[src/rtl/cache_pkg.sv]
// Shared cache types and default widths.
// Used by the miss handler and the dual-port cache array.
package cache_pkg;

  localparam int DATA_WIDTH = 16;
  localparam int ADDR_WIDTH = 8;

  typedef enum logic [1:0] {
    IDLE,
    REQ,
    WAIT,
    FILL
  } miss_state_t;

  typedef struct packed {
    logic                  valid;
    logic [ADDR_WIDTH-1:0] addr;
  } miss_entry_t;

endpackage

[src/rtl/miss_queue.sv]
// Circular miss FIFO with duplicate-address filtering.
// Accepts up to two misses per cycle while two slots are free.
module miss_queue #(
  parameter int ADDR_WIDTH = 8,
  parameter int DEPTH      = 4,
  localparam int PW        = $clog2(DEPTH),
  localparam int CW        = PW + 1
) (
  input  logic                  clk,
  input  logic                  reset,
  input  logic                  a_valid_i,
  input  logic [ADDR_WIDTH-1:0] a_addr_i,
  input  logic                  b_valid_i,
  input  logic [ADDR_WIDTH-1:0] b_addr_i,
  input  logic                  pop_i,
  output logic                  ready_o,
  output logic [ADDR_WIDTH-1:0] head_addr_o,
  output logic [CW-1:0]         count_o,
  output logic                  match_a_o,
  output logic                  match_b_o
);

  logic [DEPTH-1:0]      vld_q, vld_d;
  logic [ADDR_WIDTH-1:0] addr_q [DEPTH];
  logic [ADDR_WIDTH-1:0] addr_d [DEPTH];
  logic [PW-1:0]         head_q, head_d;
  logic [PW-1:0]         tail_q, tail_d;
  logic [PW-1:0]         tail_b;
  logic [CW-1:0]         count_q, count_d;
  logic                  push_a, push_b;
  logic                  same_ab;

  always_comb begin
    match_a_o = 1'b0;
    match_b_o = 1'b0;
    for (int i = 0; i < DEPTH; i++) begin
      if (vld_q[i] && addr_q[i] == a_addr_i)
        match_a_o = 1'b1;
      if (vld_q[i] && addr_q[i] == b_addr_i)
        match_b_o = 1'b1;
    end
  end

  assign ready_o = count_q <= CW'(DEPTH - 2);
  assign same_ab = a_valid_i && (a_addr_i == b_addr_i);

  assign push_a = a_valid_i && ready_o
               && !match_a_o;
  // B collapses onto A when both carry the same address
  assign push_b = b_valid_i && ready_o
               && !match_b_o && !same_ab;

  assign tail_b = tail_q + PW'(push_a);

  always_comb begin
    vld_d  = vld_q;
    addr_d = addr_q;
    if (pop_i)
      vld_d[head_q] = 1'b0;
    if (push_a) begin
      vld_d[tail_q]  = 1'b1;
      addr_d[tail_q] = a_addr_i;
    end
    if (push_b) begin
      vld_d[tail_b]  = 1'b1;
      addr_d[tail_b] = b_addr_i;
    end
    head_d  = head_q + PW'(pop_i);
    tail_d  = tail_q + PW'(push_a)
            + PW'(push_b);
    count_d = count_q + CW'(push_a)
            + CW'(push_b) - CW'(pop_i);
  end

  always_ff @(posedge clk) begin
    if (reset) begin
      vld_q   <= '0;
      head_q  <= '0;
      tail_q  <= '0;
      count_q <= '0;
      for (int i = 0; i < DEPTH; i++)
        addr_q[i] <= '0;
    end else begin
      vld_q   <= vld_d;
      addr_q  <= addr_d;
      head_q  <= head_d;
      tail_q  <= tail_d;
      count_q <= count_d;
    end
  end

  assign head_addr_o = addr_q[head_q];
  assign count_o     = count_q;

endmodule

[src/rtl/cache_miss_handler.sv]
// Miss-fill engine: queues read misses, fetches from memory,
// and writes each word into the cache through port A.
module cache_miss_handler #(
  parameter int DATA_WIDTH  = cache_pkg::DATA_WIDTH,
  parameter int ADDR_WIDTH  = cache_pkg::ADDR_WIDTH,
  parameter int QUEUE_DEPTH = 4
) (
  input  logic                  clk,
  input  logic                  reset,
  input  logic                  miss_a_valid_i,
  input  logic [ADDR_WIDTH-1:0] miss_a_addr_i,
  input  logic                  miss_b_valid_i,
  input  logic [ADDR_WIDTH-1:0] miss_b_addr_i,
  output logic                  miss_ready_o,
  output logic                  mem_req_valid_o,
  output logic [ADDR_WIDTH-1:0] mem_req_addr_o,
  input  logic                  mem_req_ready_i,
  input  logic                  mem_rsp_valid_i,
  input  logic [DATA_WIDTH-1:0] mem_rsp_data_i,
  output logic                  cache_ce_o,
  output logic                  cache_we_o,
  output logic [ADDR_WIDTH-1:0] cache_addr_o,
  output logic [DATA_WIDTH-1:0] cache_wdata_o,
  output logic                  fill_busy_o,
  output logic                  fill_done_o
);

  import cache_pkg::*;

  localparam int CW = $clog2(QUEUE_DEPTH) + 1;

  miss_state_t           state_q, state_d;
  logic [DATA_WIDTH-1:0] data_q, data_d;
  logic [ADDR_WIDTH-1:0] head_addr;
  logic [CW-1:0]         count;
  logic                  pop;
  logic                  match_a, match_b;

  miss_queue #(
    .ADDR_WIDTH (ADDR_WIDTH),
    .DEPTH      (QUEUE_DEPTH)
  ) u_queue (
    .clk         (clk),
    .reset       (reset),
    .a_valid_i   (miss_a_valid_i),
    .a_addr_i    (miss_a_addr_i),
    .b_valid_i   (miss_b_valid_i),
    .b_addr_i    (miss_b_addr_i),
    .pop_i       (pop),
    .ready_o     (miss_ready_o),
    .head_addr_o (head_addr),
    .count_o     (count),
    .match_a_o   (match_a),
    .match_b_o   (match_b)
  );

  always_comb begin
    state_d         = state_q;
    data_d          = data_q;
    pop             = 1'b0;
    mem_req_valid_o = 1'b0;
    mem_req_addr_o  = '0;
    cache_ce_o      = 1'b0;
    cache_we_o      = 1'b0;
    cache_addr_o    = '0;
    cache_wdata_o   = '0;
    fill_busy_o     = 1'b0;
    fill_done_o     = 1'b0;
    unique case (state_q)
      IDLE: begin
        if (count != '0)
          state_d = REQ;
      end
      REQ: begin
        mem_req_valid_o = 1'b1;
        mem_req_addr_o  = head_addr;
        if (mem_req_ready_i)
          state_d = WAIT;
      end
      WAIT: begin
        if (mem_rsp_valid_i) begin
          data_d  = mem_rsp_data_i;
          state_d = FILL;
        end
      end
      FILL: begin
        // head stays queued until here so repeats get dropped
        cache_ce_o    = 1'b1;
        cache_we_o    = 1'b1;
        cache_addr_o  = head_addr;
        cache_wdata_o = data_q;
        fill_busy_o   = 1'b1;
        fill_done_o   = 1'b1;
        pop           = 1'b1;
        state_d       = IDLE;
      end
      default: state_d = IDLE;
    endcase
  end

  always_ff @(posedge clk) begin
    if (reset) begin
      state_q <= IDLE;
      data_q  <= '0;
    end else begin
      state_q <= state_d;
      data_q  <= data_d;
    end
  end

endmodule

[config.mk]
export PLATFORM = sky130hd
export DESIGN_NAME = cache_miss_handler
export DESIGN_NICKNAME = d
export VERILOG_FILES = /design/src/rtl/cache_pkg.sv /design/src/rtl/miss_queue.sv /design/src/rtl/cache_miss_handler.sv
export SDC_FILE = /design/constraint.sdc
export NUM_CORES = 1
export LEC_CHECK = 0
export CAP_MARGIN = 20
export CORE_AREA = 2 2 98 119
export CTS_BUF_LIST = sky130_fd_sc_hd__clkbuf_2 sky130_fd_sc_hd__clkbuf_4 sky130_fd_sc_hd__clkbuf_8
export DETAILED_ROUTE_END_ITERATION = 10
export DIE_AREA = 0 0 100 121
export SYNTH_ARGS = -nofsm -noshare
export SYNTH_HDL_FRONTEND = slang
export SYNTH_SLANG_ARGS = --single-unit
[constraint.sdc]
create_clock -name clk -period 9.4 [get_ports clk]
set_input_delay 2.35 -clock clk [delete_from_list [all_inputs] [get_ports clk]]
set_output_delay 2.35 -clock clk [all_outputs]
set_load 0.05 [all_outputs]
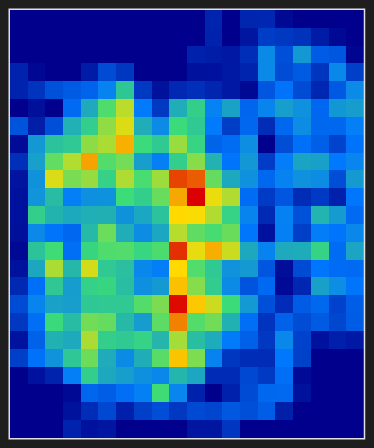
(run_1/metal_density.png)
20 x 24 tiles, from dark blue (low) to red (high), scaled to the fullest tile. Values are wire area over tile area, all layers added.
mean over tiles: 0.20
emptiest ninth of the die: south-east
tiles over half the peak: 14%
Vias: 4187
Routed WL: 14300 um
drt wl/cell: 20.5 um
GRT Total Usage: 24.3%

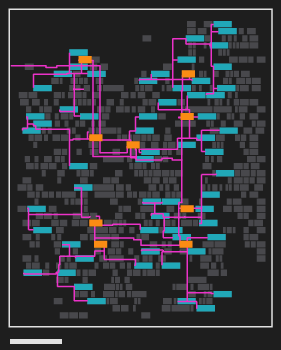
(run_1/clk_routes.png)
Bar = 20 um.
[cyan] flip-flops | count: 61
[magenta] clock wires | length: 937 um
[orange] clock drivers | count: 9
routed clock nets: 10

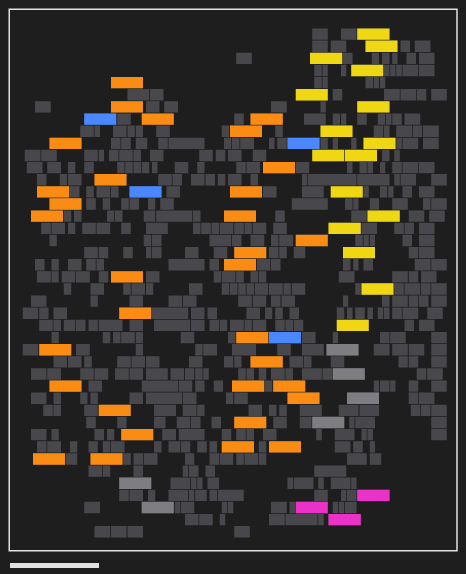
(run_1/flops_by_reg.png)
Bar = 20 um. Other sequential cells in the stronger gray, the rest of the logic in the fainter gray.
| color | signal | flops |
|---|---|---|
| yellow | data_q | 16 |
| orange | u_queue.addr_q | 32 |
| magenta | u_queue.count_o | 3 |
| blue | u_queue.vld_q | 4 |
not colored: 6
Final Util: 47.4%
Seq/total area: 23.6%
register area: 1220 um^2

==> summary.txt, run 1 <==
flow finished, numbers: outcome=completed, final hold violation count=0, DRC viols=0, Yosys warnings=0, Max Slew Vio Count=0, Largest type area fraction=28.3%, share of cells above drive strength 1=6.18%, Yosys chip area=4320 um^2, Synth area leaders=dfxtp_1 28%, xnor2_1 11%, a311oi_1 6.1%, count of cell types in the netlist=36, vias per std cell=6.00, cts bufs inserted=9, Synth area leader=dfxtp_1, Worst VDD drop=0.0865 mV, Max Root-Sink Buffers=2, overall power=around 1.2 mW, Max-cap violations=0, Worst-path clk slew=0.08 ns, number of nets in the layout=611, gr ovfl total=0, asr flop ratio synth=0%, antenna viol nets, final=0, Final HPWL DP=10300 um, largest net degree at the start of global routing=62, Mapped Area=4320 um^2
-- run 1: layer usage --
layer  track usage [%]  wire length, um  vias up
li1                  -                -     1949
met1              30.8             5700     1958
met2              39.6             6770      234
met3              4.32             1230       46
met4              12.0              612        0
met5                 0                0        -
-- run 1: sequential cells by signal, summed over array words and instances (netlist names) --
register	count
u_queue.head_q	2
data_q	16
u_queue.vld_q	4
state_q	2
u_queue.addr_q	32
u_queue.count_o	3
u_queue.tail_q	2
-- run 1: worst max-delay path, delay by kind of cell --
| kind | cells | cell delay, ns |
|---|---|---|
| XOR/XNOR | 1 | 0.19 |
| AND/OR/NAND/NOR | 6 | 2.11 |
| AND-OR/OR-AND | 1 | 0.33 |
| adder cells (fa/ha/maj) | 1 | 0.36 |
| buffers and inverters | 1 | 0.86 |
-- run 1: final timing paths --
kind                                  from                           end  slack (ns)  depth (start not counted)
max                       miss_a_addr_i[3]  u_queue.addr_q[9]$_SDFF_PP0_        3.46                         10
max reg2reg  u_queue.count_o[1]$_SDFF_PP0_  u_queue.addr_q[9]$_SDFF_PP0_        5.79                         10
min reg2reg        data_q[15]$_SDFFE_PP0P_       data_q[15]$_SDFFE_PP0P_        0.45                          2
min                data_q[15]$_SDFFE_PP0P_       data_q[15]$_SDFFE_PP0P_        0.45                          2
-- run 1: layout by cell type, fill, tap and decap left out, drive strengths merged, types with 13 or more instances in the layout --
| cell | count |
|---|---|
| nand3 | 15 |
| nand2 | 43 |
| xor2 | 23 |
| a311oi | 32 |
| inv | 13 |
| xnor2 | 54 |
| o21ai | 36 |
| nor3 | 43 |
| dfxtp | 61 |
| clkdlybuf4s50 | 74 |
| nand4 | 41 |
| a21oi | 16 |
| and2 | 34 |
-- run 1: cell type report --
type	count	area, um^2
timing repair buffer	80	796
clock inverter	7	73.8
fill	1055	5750
tap	132	165
sequential	61	1220
multi-input combinational	397	2750
clock buffer	9	124
inverter	12	45.0
-- run 1: logic make-up (layout without fill, tap and decap cells) --
logic type | after synthesis | count (layout) | share of synthesized area, %
compound gates | 93 | 93 | 14.4
simple gates | 206 | 206 | 25.3
mux | 9 | 9 | 4.40
xor+xnor | 77 | 77 | 15.6
buf+inv | 69 | 108 | 8.20
fa+ha+maj | 12 | 12 | 3.83
flops | 61 | 61 | 28.3
-- run 1: where the power goes --
part / internal (mW) / switching [mW] / leakage [nW]
Sequential: 0.330 / 0.0967 / 0.498
Combinational: 0.220 / 0.314 / 1.06
Clock: 0.123 / 0.120 / 0.0879
-- run 1: stage by stage --
step / hold slack [ns] / setup WS, ns
after floorplan: 0.432 / 4.16
final: 0.452 / 3.46
after detailed placement: 0.444 / 3.16
after global placement: 0.438 / 3.14
after global routing: 0.470 / 3.25
after CTS: 0.455 / 3.53
==> run_1/sizes.png <==
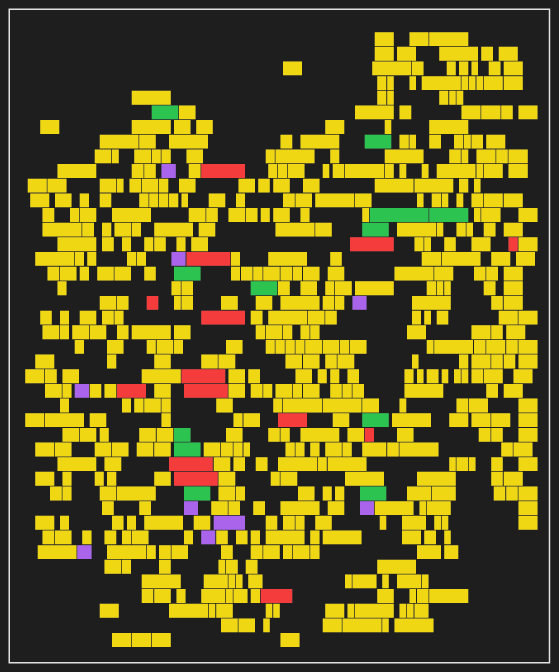

==> run 2, diff against run 1 <==
==> constraint.sdc (replaced) <==
create_clock -name clk -period 5.6 [get_ports clk]
set_input_delay 1.4 -clock clk [delete_from_list [all_inputs] [get_ports clk]]
set_output_delay 1.4 -clock clk [all_outputs]
set_load 0.05 [all_outputs]
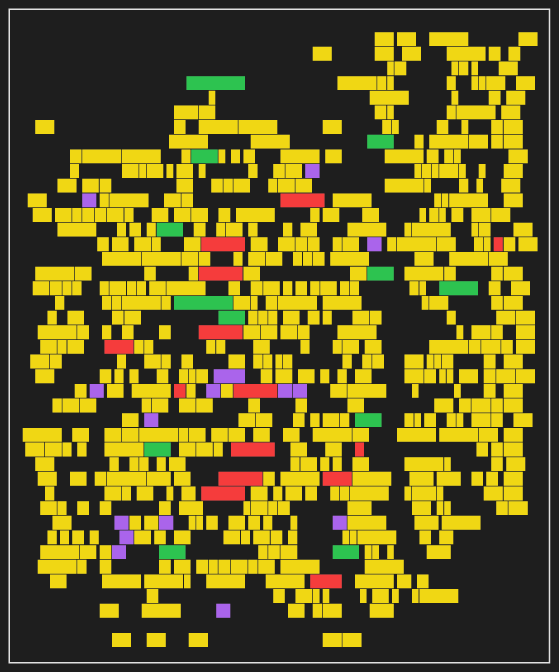
(run_2/sizes.png)
| color | size | cells | share | most used |
|---|---|---|---|---|
| green | _6 and larger | 12 | 2.1% | clkbuf_8 |
| red | _2 cells | 14 | 2.4% | mux4_2 |
| yellow | _0 and _1 cells | 531 | 93% | clkdlybuf4s50_1 |
| purple | _3 and _4 cells | 15 | 2.6% | buf_4 |

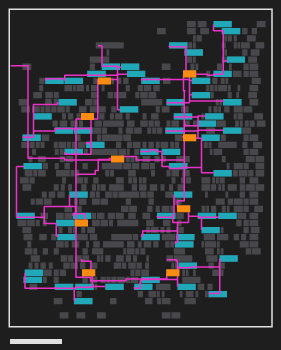
(run_2/clk_routes.png)
Bar = 20 um.
[magenta] clock wires | length: 945 um
[cyan] flip-flops | count: 61
[orange] clock drivers | count: 9
routed clock nets: 10
Clock Power Share: 21.6%
clk_skew: 0.00572 ns
Clk power: 446 uW
clk_lat worst skew: 0.36 ns

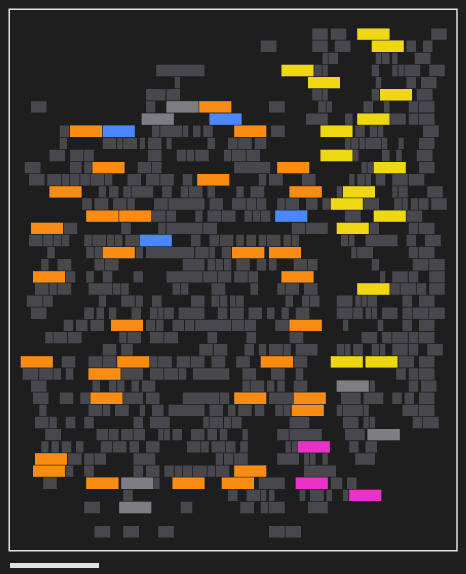
(run_2/flops_by_reg.png)
Bar = 20 um. Other sequential cells in the stronger gray, the rest of the logic in the fainter gray.
Seq/total area: 23.3%
Final Util: 48.0%
Seq. pwr: 713 uW

==> run 2 against run 1 <==
Largest power group unchanged. Setup slack worse by 2.7 ns. Critical endpoint is now u_queue.addr_q[6]$_SDFF_PP0_. Clock skew down 0.0016 ns. Combinational power up about 70%.
==> summary.txt, run 2 <==
flow finished, numbers: drt wl/cell=20.1 um (-1.8%), Yosys warnings=0 (unchanged), number of nets in the layout=617 (+0.98%), most numerous logic cells after layout=74 x clkdlybuf4s50_1, 61 x dfxtp_1, 54 x xnor2_1, 43 x nand2_1, 42 x nor3_1, Final HPWL DP=10200 um (-0.90%), Worst VDD drop=0.193 mV (+120%), asr flop ratio synth=0% (unchanged), Logic cell area=2750 um^2 (unchanged), outcome=completed, Routed WL=14200 um (-0.99%), Max Slew Vio Count=0 (unchanged), Largest register FFs=32 (unchanged), most frequent logic cell in the layout=clkdlybuf4s50_1, register area=1220 um^2 (unchanged), Vias=4245 (+1.4%), largest net degree at the start of global routing=62 (unchanged), Synth area leader=dfxtp_1, Mapped Area=4320 um^2 (unchanged), Max-cap violations=0 (unchanged), share of cells above drive strength 1=7.17% (+0.98 points), Synth area leaders=dfxtp_1 28%, xnor2_1 11%, a311oi_1 6.1%, vias per std cell=6.03 (+0.52%), final hold violation count=0 (unchanged)
run 2: final timing paths:
kind                            slack, ns  cells after the start                      endpoint                     startpoint
worst max register to register       1.96                     12  u_queue.addr_q[6]$_SDFF_PP0_  u_queue.count_o[1]$_SDFF_PP0_
worst min register to register       0.45                      2        data_q[6]$_SDFFE_PP0P_         data_q[6]$_SDFFE_PP0P_
worst min-delay path                 0.45                      2        data_q[6]$_SDFFE_PP0P_         data_q[6]$_SDFFE_PP0P_
worst max-delay path                 0.77                     12  u_queue.addr_q[6]$_SDFF_PP0_               miss_a_addr_i[3]
run 2: layer usage:
layer  vias up  global-route usage, %  wire length, um
met3        44                   4.90             1170
met2       228                   38.0             6540
li1       1964                      -                -
met5         -                      0                0
met4         0                   12.8              615
met1      2009                   30.6             5840
run 2: cell type report:
cell class,count,share of cell area (%)
clock buffers,10,2.51
clock inverters,6,1.67
inverters,12,0.859
multi-input cells,397,52.5
flip-flops and latches,61,23.3
well taps,132,3.15
repair buffers,86,16.0
run 2: metrics by stage:
step	area, um^2	setup slack (ns)	utilization, %
floorplan	4320	1.31	-
global placement	5000	0.542	45.8
detailed placement	5000	0.469	45.8
CTS	5220	0.825	47.8
global route	5240	0.553	48.0
finish	5240	0.772	48.0
run 2: kinds of logic (layout without fill, tap and decap cells):
kind of cell	Yosys count	after routing	synth area share, %
adders and majority gates	12	12	3.83
buffers and inverters	69	114	8.20
and+or+nand+nor	206	206	25.3
muxes	9	9	4.40
DFF	61	61	28.3
AOI/OAI and AO/OA	93	93	14.4
xor gates and xnor gates	77	77	15.6
run 2: power breakdown:
part	switching (mW)	internal, mW	total (mW)
Clock	0.191	0.254	0.446
Combinational	0.534	0.373	0.907
Sequential	0.158	0.555	0.713
Total	0.883	1.18	2.07
run 2: worst max-delay path, stage by stage:
cell	delay [ns]
clkdlybuf4s50_1	0.69
xnor2_1	0.24
nand3_1	0.10
nor3_1	0.08
or3_1	0.37
nor3_1	0.35
ha_1	0.28
xor2_1	0.28
nand2_1	0.08
or3_1	0.47
or2_1	0.42
a311oi_1	0.33
Power is estimated from default activity; no workload was simulated.
